[config.mk]
export PLATFORM = sky130hd
export DESIGN_NAME = ext_int_ctrl
export DESIGN_NICKNAME = d
export VERILOG_FILES = /design/src/rtl/ext_int_ctrl.sv
export SDC_FILE = /design/constraint.sdc
export NUM_CORES = 1
export LEC_CHECK = 0
export ABC_AREA = 1
export CAP_MARGIN = 15
export CORE_AREA = 2 2 88 154
export DETAILED_ROUTE_END_ITERATION = 10
export DIE_AREA = 0 0 90 156
export HOLD_SLACK_MARGIN = 0.08
export SLEW_MARGIN = 30
export SYNTH_ARGS = -nofsm -noshare
export SYNTH_HDL_FRONTEND = slang
export SYNTH_SLANG_ARGS = --single-unit
[constraint.sdc]
create_clock -name clk -period 5.9 [get_ports clk]
set_clock_uncertainty 0.15 [all_clocks]
set_input_delay 1.18 -clock clk [delete_from_list [all_inputs] [get_ports clk]]
set_output_delay 1.18 -clock clk [all_outputs]
set_load 0.005 [all_outputs]
[src/rtl/ext_int_ctrl.sv]
// External interrupt controller: synchronized sources, lowest-index priority, and a claim/complete handshake.
// Define EXT_INT_EDGE_TRIGGER_EN to build per-source edge triggering (TRIGGER register); otherwise all sources are level.
module ext_int_ctrl #(
  parameter int NUM_SRC = 16
) (
  input  logic               clk,
  input  logic               rst_sync,
  input  logic [NUM_SRC-1:0] irq_src,
  input  logic               reg_wr,
  input  logic               reg_rd,
  input  logic [1:0]         reg_addr,
  input  logic [31:0]        reg_wdata,
  output logic [31:0]        reg_rdata,
  output logic               meip,
  output logic [26:0]        custom_int_code
);

  typedef enum logic {IDLE, CLAIMED} state_t;

  localparam logic [1:0] ADDR_PENDING = 2'd0;
  localparam logic [1:0] ADDR_ENABLE  = 2'd1;
  localparam logic [1:0] ADDR_TRIGGER = 2'd2;
  localparam logic [1:0] ADDR_CLAIM   = 2'd3;

  state_t             state_q, state_d;
  logic [4:0]         in_service_id_q, in_service_id_d;
  logic [NUM_SRC-1:0] s1_q, s1_d, s2_q, s2_d;
  logic [NUM_SRC-1:0] pending_q, pending_d, enable_q, enable_d;
  logic [31:0]        reg_rdata_q, reg_rdata_d;
  logic [NUM_SRC-1:0] edge_mode, rise, eligible, clr;
  logic [31:0]        trigger_rd;
  logic [4:0]         win_id;
  logic               claim_ok, complete_ok;
  logic               unused_wdata;

`ifdef EXT_INT_EDGE_TRIGGER_EN
  logic [NUM_SRC-1:0] s3_q, s3_d, trigger_q, trigger_d;

  always_comb begin
    s3_d      = s2_q;
    trigger_d = trigger_q;
    if (reg_wr && reg_addr == ADDR_TRIGGER) trigger_d = reg_wdata[NUM_SRC-1:0];
    edge_mode  = trigger_q;
    rise       = s2_q & ~s3_q;
    trigger_rd = 32'(trigger_q);
  end

  always_ff @(posedge clk) begin
    if (rst_sync) begin
      s3_q      <= '0;
      trigger_q <= '0;
    end else begin
      s3_q      <= s3_d;
      trigger_q <= trigger_d;
    end
  end
`else
  always_comb begin
    edge_mode  = '0;
    rise       = '0;
    trigger_rd = '0;
  end
`endif

  assign unused_wdata = ^reg_wdata;

  // The in-service source is masked so it cannot win again until completed.
  always_comb begin
    eligible = pending_q & enable_q;
    for (int i = 0; i < NUM_SRC; i++) begin
      if (in_service_id_q == 5'(i + 1)) eligible[i] = 1'b0;
    end
    win_id = '0;
    for (int i = NUM_SRC - 1; i >= 0; i--) begin
      if (eligible[i]) win_id = 5'(i + 1);
    end
  end

  always_comb begin
    s1_d = irq_src;
    s2_d = s1_q;

    claim_ok    = reg_rd && reg_addr == ADDR_CLAIM && state_q == IDLE && win_id != '0;
    complete_ok = reg_wr && reg_addr == ADDR_CLAIM && state_q == CLAIMED &&
                  reg_wdata[4:0] == in_service_id_q;

    clr = '0;
    for (int i = 0; i < NUM_SRC; i++) begin
      clr[i] = claim_ok && win_id == 5'(i + 1);
    end
    // Edge set has priority over a claim clear in the same cycle.
    pending_d = (edge_mode & ((pending_q & ~clr) | rise)) | (~edge_mode & s2_q);

    enable_d = enable_q;
    if (reg_wr && reg_addr == ADDR_ENABLE) enable_d = reg_wdata[NUM_SRC-1:0];

    reg_rdata_d = reg_rdata_q;
    if (reg_rd) begin
      case (reg_addr)
        ADDR_PENDING: reg_rdata_d = 32'(pending_q);
        ADDR_ENABLE:  reg_rdata_d = 32'(enable_q);
        ADDR_TRIGGER: reg_rdata_d = trigger_rd;
        default:      reg_rdata_d = (state_q == IDLE) ? 32'(win_id) : 32'd0;
      endcase
    end

    state_d         = state_q;
    in_service_id_d = in_service_id_q;
    if (claim_ok) begin
      state_d         = CLAIMED;
      in_service_id_d = win_id;
    end else if (complete_ok) begin
      state_d         = IDLE;
      in_service_id_d = '0;
    end
  end

  always_ff @(posedge clk) begin
    if (rst_sync) begin
      state_q         <= IDLE;
      in_service_id_q <= '0;
      s1_q            <= '0;
      s2_q            <= '0;
      pending_q       <= '0;
      enable_q        <= '0;
      reg_rdata_q     <= '0;
    end else begin
      state_q         <= state_d;
      in_service_id_q <= in_service_id_d;
      s1_q            <= s1_d;
      s2_q            <= s2_d;
      pending_q       <= pending_d;
      enable_q        <= enable_d;
      reg_rdata_q     <= reg_rdata_d;
    end
  end

  assign reg_rdata       = reg_rdata_q;
  assign meip            = (state_q == IDLE) && (win_id != '0);
  assign custom_int_code = (state_q == IDLE) ? 27'(win_id) : 27'd0;

endmodule

==> run summary <==
Results of the run.

The area fraction in compound gates is 13.08%. The number of buffers inserted during clock tree synthesis is 9. After detailed routing, the number of vias per cell comes to roughly 4.3. The pre-antenna-repair detailed-routing pass consisted of 4 iterations. Setup repair after global routing left no endpoint under its margin.

The group that draws the most power in this run is registers. The count of buffering cells on the critical path with inverters included is 3. Overall power consumption after layout is estimated at 1271 uW. The final weighted congestion in routability-driven placement is around 0.84. The power in the clock group is 537 uW. The total number of warnings across the stage logs is 42. According to the finish report, the design has a final net count of 612. In this run, post-CTS hold repair placed 0 buffers.

The pin closest to its max-slew limit shows a slew of 0.8135 ns. The distinct cell type count after synthesis is 34. Data arrives at the worst endpoint at 2.91 ns. In the synthesized netlist, mux cells make up 0% of the area. The multi-input combinational cell area is 0.001484 sq mm. Per report_power, the Combinational row totals approximately 120 uW. The dominant kind of combinational cell is simple AND/OR/NAND/NOR gates.

The report gives the cell count of the worst hold path as 2. The sort of element at the start of the critical path is a flip-flop. According to the floorplan report, the die width is ~90 microns. The warning tally printed by Yosys for this design is 0.

In this run, the synthesized area fraction spent on xor and xnor cells is recorded as 0.2318%. Looking at the reg2reg group, the worst path starts from in_service_id_q[3]. The tightest min-delay check is of the flip-flop to flip-flop type.

The repair_antennas step left the layout with diodes totalling 0. The number of cells after detailed placement is slightly above 700. The buffer count excluding the clock tree in the final layout is between 60 and 70. The via count is 3129. The yosys cell count is around 510. The cell area that synthesis handed to floorplanning was 0.003779 sq mm.

The power share of the clock group is 42.3%. Setup total negative slack on the finished layout was measured at 0 ns. The routed length on met1 is 3473 microns. The total number of tap cells is 171. The longest clock path from root to sink contains 2 buffers.

Detailed routing placed a total of 5108 microns of wire on met2. The net switching power of the design is 320.9 uW. After detailed routing, the met3 layer carries 449 microns of wire.

The worst-case IR drop observed on VDD is 0.1385 mV. The worst setup slack for register-to-register paths is 3.36 ns. After layout, the worst path uses 71.80% of the clock period. In the post-synthesis netlist, the biggest area contributors are sky130_fd_sc_hd__dfxtp_1 46%, sky130_fd_sc_hd__inv_1 8.6%, sky130_fd_sc_hd__buf_4 7.7%.

The number of global-route vias before repair is 2973. Row generation in the floorplan step produced 55 rows. Measured on the final layout, the clock distribution area share stands at 6.048%. The total track usage is 13.43%. The final cell utilization of the core is 36.36%. Global routing used 13.51% of the available met1 tracks. The worst min-delay path startpoint is pending_d[14]. The power in sequential cells is between 600 and 700 uW.

The proportion of synthesized flip-flops having asynchronous set or reset is 0%. Counting instances in the post-synthesis netlist gives the leading cell types as 87 x sky130_fd_sc_hd__inv_1, 86 x sky130_fd_sc_hd__dfxtp_1, 76 x sky130_fd_sc_hd__nand2_1. The synthesis stats list as the most numerous cell sky130_fd_sc_hd__inv_1.

TritonCTS reports the number of clock sinks as 86. In this run the remaining antenna-violating nets after routing total 0. The worst setup path is of the flip-flop to output port kind.

The report puts the cell count of the worst reg-to-reg path at 12. The flop and latch count out of synthesis is 86. In this run the maximum-capacitance check reported violations numbering 0. The fraction of power consumed by combinational cells is 9.2%. The layout report lists the combined flip-flop and latch area as approximately 0.0017 sq mm.

Routing resource usage on met2 recorded by global route was 26.03%. Hold timing on the final database bottoms out at a slack of 0.2433 ns. The minimum setup slack after placement is approximately 2 ns. The remaining max-slew budget at the tightest pin is 45.57%. The fraction of post-synthesis cell area in the top cell type by area is 45.56%.

The max-slew violation total from the final report is 0. The final-layout fill cell count is 1384. Clock-pin slew was measured on the worst setup and hold paths at around 0.070 ns. The maximum clock frequency is 236.1 MHz. The critical path ends at meip.

The hold violation total from the final report is 0. The wire length per cell after detailed routing is 12.65 microns. The average instance in the mapped netlist occupies between 7 and 8 sq um. The placed standard-cell area is 0.004373 sq mm.

The most used routing layer in global routing is met2. The endpoint of the worst hold-timing path is pending_q[14]. For this run, global-route usage on met3 was measured as between 2 and 2.5%.

The number of signal-net inverters in the final layout is 92. Looking at area per cell type in the netlist, the leader is sky130_fd_sc_hd__dfxtp_1. The internal power consumption is 949.9 uW. Multi-input logic gates represent a cell area share of 31.88%. The violation tally recorded at the end of detailed-routing iteration 0 is approximately 170.

The sequential cell area fraction in the yosys report is 45.56%. The terminus of the critical flop-to-flop path is in_service_id_q[2]. The fraction of standard cell area that is sequential is 36.99%. STA classifies the critical path endpoint as an output port. The highest-delay cell along the critical path is sky130_fd_sc_hd__dfxtp_1. The largest net degree at the start of global routing is between 60 and 70.

The clock insertion delay at the later pin of the skew report is 0.34 ns. The top metal layer carrying routed signals is met4. In this run the static leakage power is 0.002064 uW. The final non-filler cell area is 0.004654 sq mm. The largest stage delay on the critical path is 0.48 ns. Tracing the worst setup path back leads to its startpoint at in_service_id_q[0]. Among logic cells in the layout, the one with the most instances is sky130_fd_sc_hd__inv_1. Max fanout on the critical path was recorded as 6. The starting density of the core is between 20 and 30%. The worst path meets setup with roughly 1.7 ns of slack. The placeable core region is 0.01280 sq mm.

Data on the critical path is required at its endpoint by 4.57 ns. The share of final layout cell area taken by non-clock buffers is 13.06%. The largest delay contributor family on the critical path is simple AND/OR/NAND/NOR gates.

The top flip-flop cell by instance count after synthesis is sky130_fd_sc_hd__dfxtp_1. The post-detailed-routing wire length is 9283 microns. The run finished with clean final reports. The library cell used as clock root buffer is sky130_fd_sc_hd__clkbuf_16. In this run the number of H-tree levels came out at 3.

The floorplan report gives the top-level pin count as 114. Leaving out filler cells and counting taps, the final layout contains 734. The number of gates resized after CTS was 0.

The sequential cell count of the final layout is 86. TritonCTS built the clock tree. Of the total synthesized cell area, the portion taken by full adders, half adders and majority gates is 0%. The total of buffers placed on input and output ports is 59. In this run the post-CTS setup repair buffer count came out at 0. In this run the power density over the cells is 273.0 mW/mm^2. The layout summary lists the proportion of cells stronger than drive strength 1 as 8.348%. The post-synthesis chip area from yosys is 0.003779 sq mm. The count of final setup violators is 0. The first global-routing pass estimated 14680 microns of wire.

The proportion of total power due to net switching is 25.25%. Counting every instance in the synthesized netlist gives 507. The relative contribution of sequential cells to total power is 48.6%. The area of the die is roughly 0.014 sq mm.
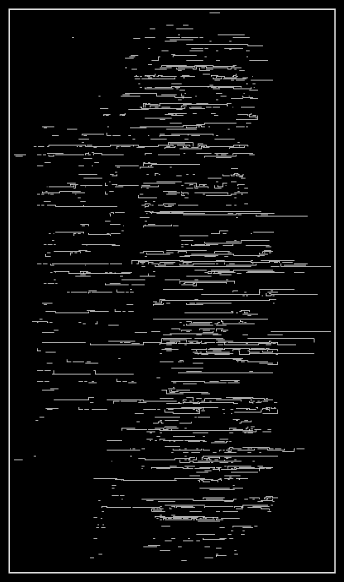
Figure 1: the metal 1 layer.
share of all routed wire: 37%
wire length on this layer: 3470 microns

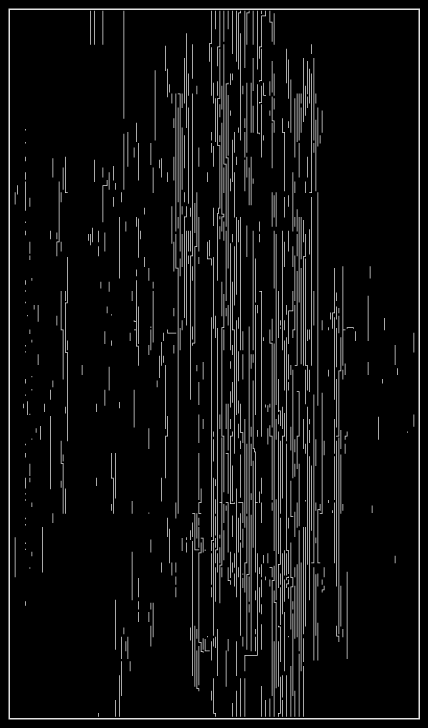
Figure 2: M2 wires.
nets with wire on the layer: 468
main direction: vertical

No activity file was given, so power comes from the tool's default toggle rates.
